**src/rtl/bp_pkg.sv**
```systemverilog
// rtl/bp_pkg.sv - counter encodings, entry type and index/tag helpers for branch_predictor
package bp_pkg;

  typedef enum logic [1:0] {
    SNT = 2'd0,
    WNT = 2'd1,
    WT  = 2'd2,
    ST  = 2'd3
  } ctr_e;

  // Per-entry state with fixed width; tag and target live in their own parametrised arrays.
  typedef struct packed {
    logic       valid;
    logic [1:0] ctr;
  } bp_entry_t;

  function automatic logic [63:0] bp_index(input logic [63:0] pc, input int unsigned idx_w);
    return (pc >> 2) & ((64'd1 << idx_w) - 64'd1);
  endfunction

  function automatic logic [63:0] bp_tag(input logic [63:0] pc, input int unsigned idx_w,
                                         input int unsigned tag_w);
    return (pc >> (idx_w + 2)) & ((64'd1 << tag_w) - 64'd1);
  endfunction

endpackage

```
**src/rtl/bp_sat_ctr.sv**
```systemverilog
// rtl/bp_sat_ctr.sv - 2-bit saturating up/down counter next-state function
module bp_sat_ctr
  import bp_pkg::*;
(
  input  logic [1:0] ctr_i,
  input  logic       inc_i,
  output logic [1:0] ctr_o
);

  always_comb begin
    ctr_o = ctr_i;
    if (inc_i) begin
      if (ctr_i != ST) ctr_o = ctr_i + 2'd1;
    end else begin
      if (ctr_i != SNT) ctr_o = ctr_i - 2'd1;
    end
  end

endmodule

```
**src/rtl/branch_predictor.sv**
```systemverilog
// rtl/branch_predictor.sv - direct-mapped BTB with 2-bit counters; BP_STATS_EN adds stat counters
module branch_predictor
  import bp_pkg::*;
#(
  parameter int         ADDR_W   = 32,
  parameter int         ENTRIES  = 16,
  parameter int         TAG_W    = 8,
  parameter logic [1:0] CTR_INIT = 2'b10
) (
  input  logic              clk,
  input  logic              rst,
  input  logic [ADDR_W-1:0] fetch_pc,
  output logic              pred_hit,
  output logic              pred_taken,
  output logic [ADDR_W-1:0] pred_target,
  input  logic              upd_valid,
  input  logic [ADDR_W-1:0] upd_pc,
  input  logic              upd_is_branch,
  input  logic              upd_taken,
  input  logic [ADDR_W-1:0] upd_target,
  input  logic              upd_pred_taken,
  input  logic [ADDR_W-1:0] upd_pred_target,
  input  logic              bp_flush,
  output logic              mispredict,
  output logic [ADDR_W-1:0] redirect_pc
`ifdef BP_STATS_EN
  ,
  output logic [31:0]       stat_branches,
  output logic [31:0]       stat_mispredicts
`endif
);

  localparam int IDX_W = $clog2(ENTRIES);

  bp_entry_t         ent_q [ENTRIES];
  logic [TAG_W-1:0]  tag_q [ENTRIES];
  logic [ADDR_W-1:0] tgt_q [ENTRIES];

  logic [IDX_W-1:0] f_idx, u_idx;
  logic [TAG_W-1:0] f_tag, u_tag;
  logic             u_hit, actual_taken;
  logic [1:0]       ctr_d;

  assign f_idx = IDX_W'(bp_index(64'(fetch_pc), IDX_W));
  assign f_tag = TAG_W'(bp_tag(64'(fetch_pc), IDX_W, TAG_W));
  assign u_idx = IDX_W'(bp_index(64'(upd_pc), IDX_W));
  assign u_tag = TAG_W'(bp_tag(64'(upd_pc), IDX_W, TAG_W));

  // Lookup is masked during reset so the PC mux never sees stale entries.
  assign pred_hit    = !rst && ent_q[f_idx].valid && (tag_q[f_idx] == f_tag);
  assign pred_taken  = pred_hit && ent_q[f_idx].ctr[1];
  assign pred_target = pred_taken ? tgt_q[f_idx] : fetch_pc + ADDR_W'(4);

  assign actual_taken = upd_is_branch && upd_taken;
  assign mispredict   = !rst && upd_valid &&
                        ((upd_pred_taken != actual_taken) ||
                         (actual_taken && (upd_pred_target != upd_target)));
  assign redirect_pc  = upd_taken ? upd_target : upd_pc + ADDR_W'(4);

  assign u_hit = ent_q[u_idx].valid && (tag_q[u_idx] == u_tag);

  bp_sat_ctr u_sat_ctr (
    .ctr_i (ent_q[u_idx].ctr),
    .inc_i (upd_taken),
    .ctr_o (ctr_d)
  );

  always_ff @(posedge clk) begin
    if (rst) begin
      for (int i = 0; i < ENTRIES; i++) begin
        ent_q[i].valid <= 1'b0;
        ent_q[i].ctr   <= CTR_INIT;
      end
    end else if (bp_flush) begin
      for (int i = 0; i < ENTRIES; i++) ent_q[i].valid <= 1'b0;
    end else if (upd_valid) begin
      if (u_hit) begin
        if (upd_is_branch) begin
          ent_q[u_idx].ctr <= ctr_d;
          if (upd_taken) tgt_q[u_idx] <= upd_target;
        end else begin
          ent_q[u_idx].valid <= 1'b0;
        end
      end else if (actual_taken) begin
        ent_q[u_idx].valid <= 1'b1;
        ent_q[u_idx].ctr   <= CTR_INIT;
        tag_q[u_idx]       <= u_tag;
        tgt_q[u_idx]       <= upd_target;
      end
    end
  end

`ifdef BP_STATS_EN
  logic [31:0] br_cnt_q, mp_cnt_q;

  always_ff @(posedge clk) begin
    if (rst) begin
      br_cnt_q <= '0;
      mp_cnt_q <= '0;
    end else begin
      if (upd_valid && upd_is_branch && (br_cnt_q != '1)) br_cnt_q <= br_cnt_q + 32'd1;
      if (mispredict && (mp_cnt_q != '1)) mp_cnt_q <= mp_cnt_q + 32'd1;
    end
  end

  assign stat_branches    = br_cnt_q;
  assign stat_mispredicts = mp_cnt_q;
`endif

endmodule

```
**config.mk**
```make
export PLATFORM = sky130hd
export DESIGN_NAME = branch_predictor
export DESIGN_NICKNAME = d
export VERILOG_FILES = /design/src/rtl/bp_pkg.sv /design/src/rtl/bp_sat_ctr.sv /design/src/rtl/branch_predictor.sv
export SDC_FILE = /design/constraint.sdc
export NUM_CORES = 1
export LEC_CHECK = 0
export CAP_MARGIN = 30
export CORE_MARGIN = 1
export CORE_UTILIZATION = 30
export CTS_BUF_LIST = sky130_fd_sc_hd__clkbuf_8
export CTS_CLUSTER_DIAMETER = 100
export DETAILED_ROUTE_END_ITERATION = 12
export PLACE_DENSITY_LB_ADDON = 0.12
export SYNTH_ARGS = -nofsm -noshare
export SYNTH_HDL_FRONTEND = slang
export SYNTH_SLANG_ARGS = --single-unit
export TNS_END_PERCENT = 1
```
**constraint.sdc**
```tcl
create_clock -name clk -period 5.9 [get_ports clk]
set_clock_uncertainty 0.05 [all_clocks]
set_input_delay 1.18 -clock clk [delete_from_list [all_inputs] [get_ports clk]]
set_output_delay 1.18 -clock clk [all_outputs]
set_load 0.02 [all_outputs]
```
==> images/met1.png <==
Scale bar: 100 um. Supply wires on this layer in grey.
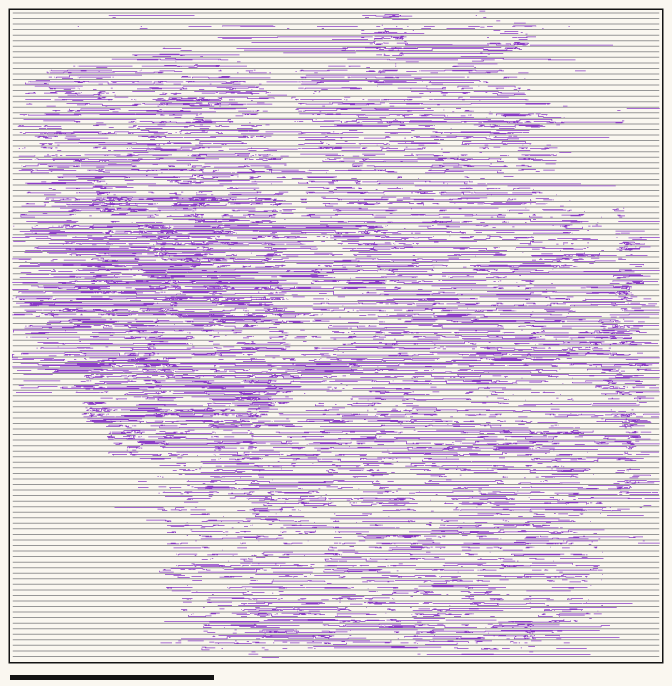
share of all routed wire: 45%
nets with wire on the layer: 1,981
main direction: horizontal
routed vias: 17,203
Final Routed Wirelength: 97,800 um
met1 Track Usage GR: 0.268

==> images/met2.png <==
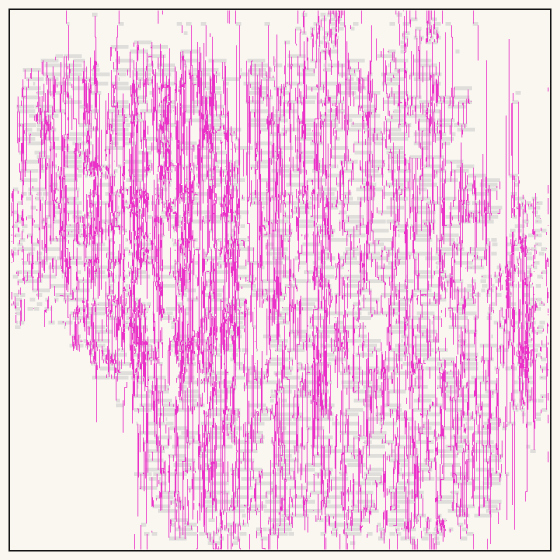
nets with wire on the layer: 1,919
wire length on this layer: 45.9 mm
met2 Use GR: 0.305

==> images/met3.png <==
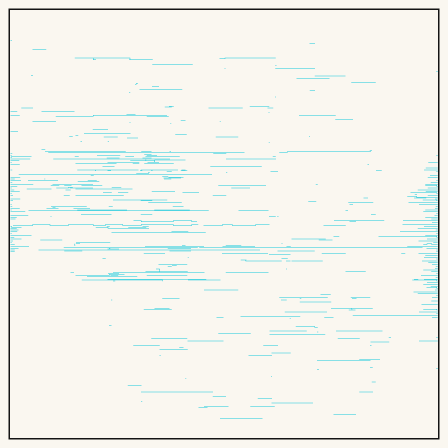
nets with wire on the layer: 259
longest straight run: 167 um
wire length on this layer: 6,020 um
share of all routed wire: 6.2%
met3 GRT Util: 0.0388

==> Changelog: implementation <==
### Metrics

* Synthesized flop and latch total at 688
* Clock power frac at 0.397
* Port Buffers at 201
* Ys Warns at 0
* Startpoint Class: primary input
* Worst path bufs/invs at 4
* Overall Power at 10,600 uW
* Cell-internal power at 7990 uW
* Largest power group: registers
* Area fraction in and, or, nand and nor cells at 0.0428
* CTS resizes at 2
* Max Cap Viol at 0
* Syn nets at about 1,700
* Fmax at 173 MHz
* Initial DRC Count at 1,331
* Peak supply drop at 159 uV
* CP top delay family: multiplexers
* Core Footprint at 0.100 mm^2
* DRT Pass-1 Iters at 5
* Status: finished clean
* Worst EP required at 4.67 ns
* Compound Share, Synth at 0.0225
* Vias per inst at 5.11
* Skew-Pair Late Insertion Delay at about 0.77 ns
* First-pass GRT wire length at 138,000 um
* Top_reg_cell synth: edfxtp_1
* Hold endpoint: tgt_q[0][1]$_DFFE_PP_
* Detail Placement HPWL at 62,800 um
* Initial antenna violation count at 5
* R2r worst-path depth at 9
* Reg2reg start: tag_q[6][2]$_DFFE_PP_
* Arr. time, crit path at 4.54 ns
* Yosys Chip Area at 0.0303 mm^2
* Max clock buf depth at 3
* PwrDens at 285 mW/mm^2
* Hold Startpoint: upd_target[1]
* Vias in the first global route at 18,013
* Largest net degree at the start of global routing at 81
==> images/met4.png <==
Scale bar: 100 um. Supply wires on this layer in grey.
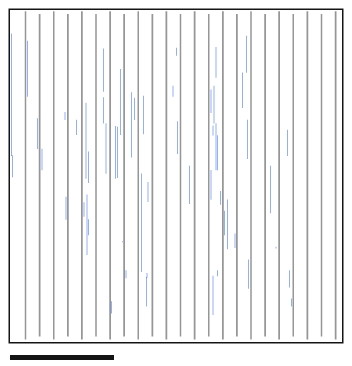
main direction: vertical
nets with wire on the layer: 20
share of all routed wire: 1.7%
wire length on this layer: 1,700 um

==> images/final_congestion.png <==
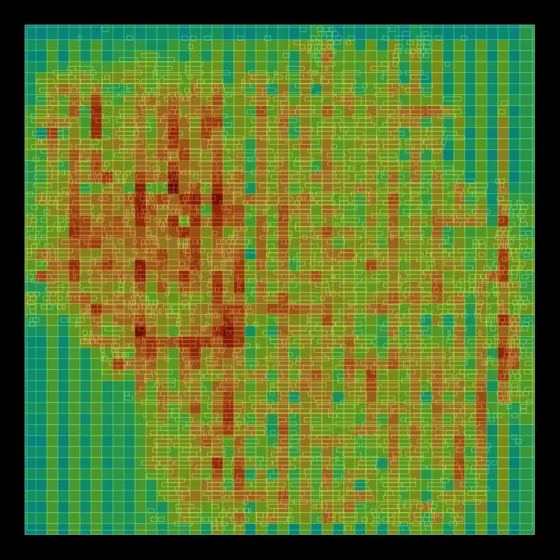
GRT Max-Usage Layer: met2
Layout Utilization: 0.371
GRT Overall Usage: 0.191
detailed-route wire length per cell: 29.1 um

-- area by class of cell --
cell class              count  area (um^2)
repair buffers            346         3310
multi-input cells         810         9270
inverters                  10         37.5
diodes                      2         5.00
fillers                  9356        62900
flip-flops and latches    688        20700
clock buffers             118         1620
clock inverters            94          618
well taps                1298         1620
-- synthesized netlist by cell type (all sizes together) (6+ instances only) --
| library cell | number | area share |
|---|---|---|
| mux2 | 34 | 0.013 |
| clkbuf | 52 | 0.0064 |
| mux2i | 36 | 0.012 |
| nand2 | 78 | 0.0097 |
| nand3 | 27 | 0.0045 |
| a211oi | 9 | 0.0022 |
| xor2 | 39 | 0.011 |
| mux4 | 240 | 0.18 |
| buf | 46 | 0.0083 |
| and3 | 11 | 0.0023 |
| a31oi | 10 | 0.0021 |
| a21oi | 14 | 0.0023 |
| o21ai | 49 | 0.0081 |
| xnor2 | 67 | 0.019 |
| nand4 | 16 | 0.0033 |
| inv | 9 | 0.0011 |
| nor3 | 8 | 0.0013 |
| and4 | 6 | 0.0017 |
| and2 | 12 | 0.0025 |
| nor2 | 93 | 0.012 |
| edfxtp | 688 | 0.68 |
| a22oi | 13 | 0.0032 |
| nor2b | 9 | 0.0019 |
-- through the flow --
stage	area [um^2]	utilization	std cells
floorplan	30300	-	1606
global placement	34800	0.348	3150
detailed placement	34800	0.348	3150
CTS	37100	0.371	3363
global route	37100	0.371	3366
finish	37100	0.371	3366
-- flip-flops by register name (all words and copies together), names as in the netlist --
name / flops
ent_q: 48
tag_q: 128
tgt_q: 512
-- per-layer routing --
layer  wire length, um  GRT usage  vias up
met5                14          0        -
met4              1700     0.0458        2
met3              6020     0.0388      139
met2             45900      0.305      587
met1             44200      0.268     9161
li1                  -          -     7314
No activity file was given, so power comes from the tool's default toggle rates.
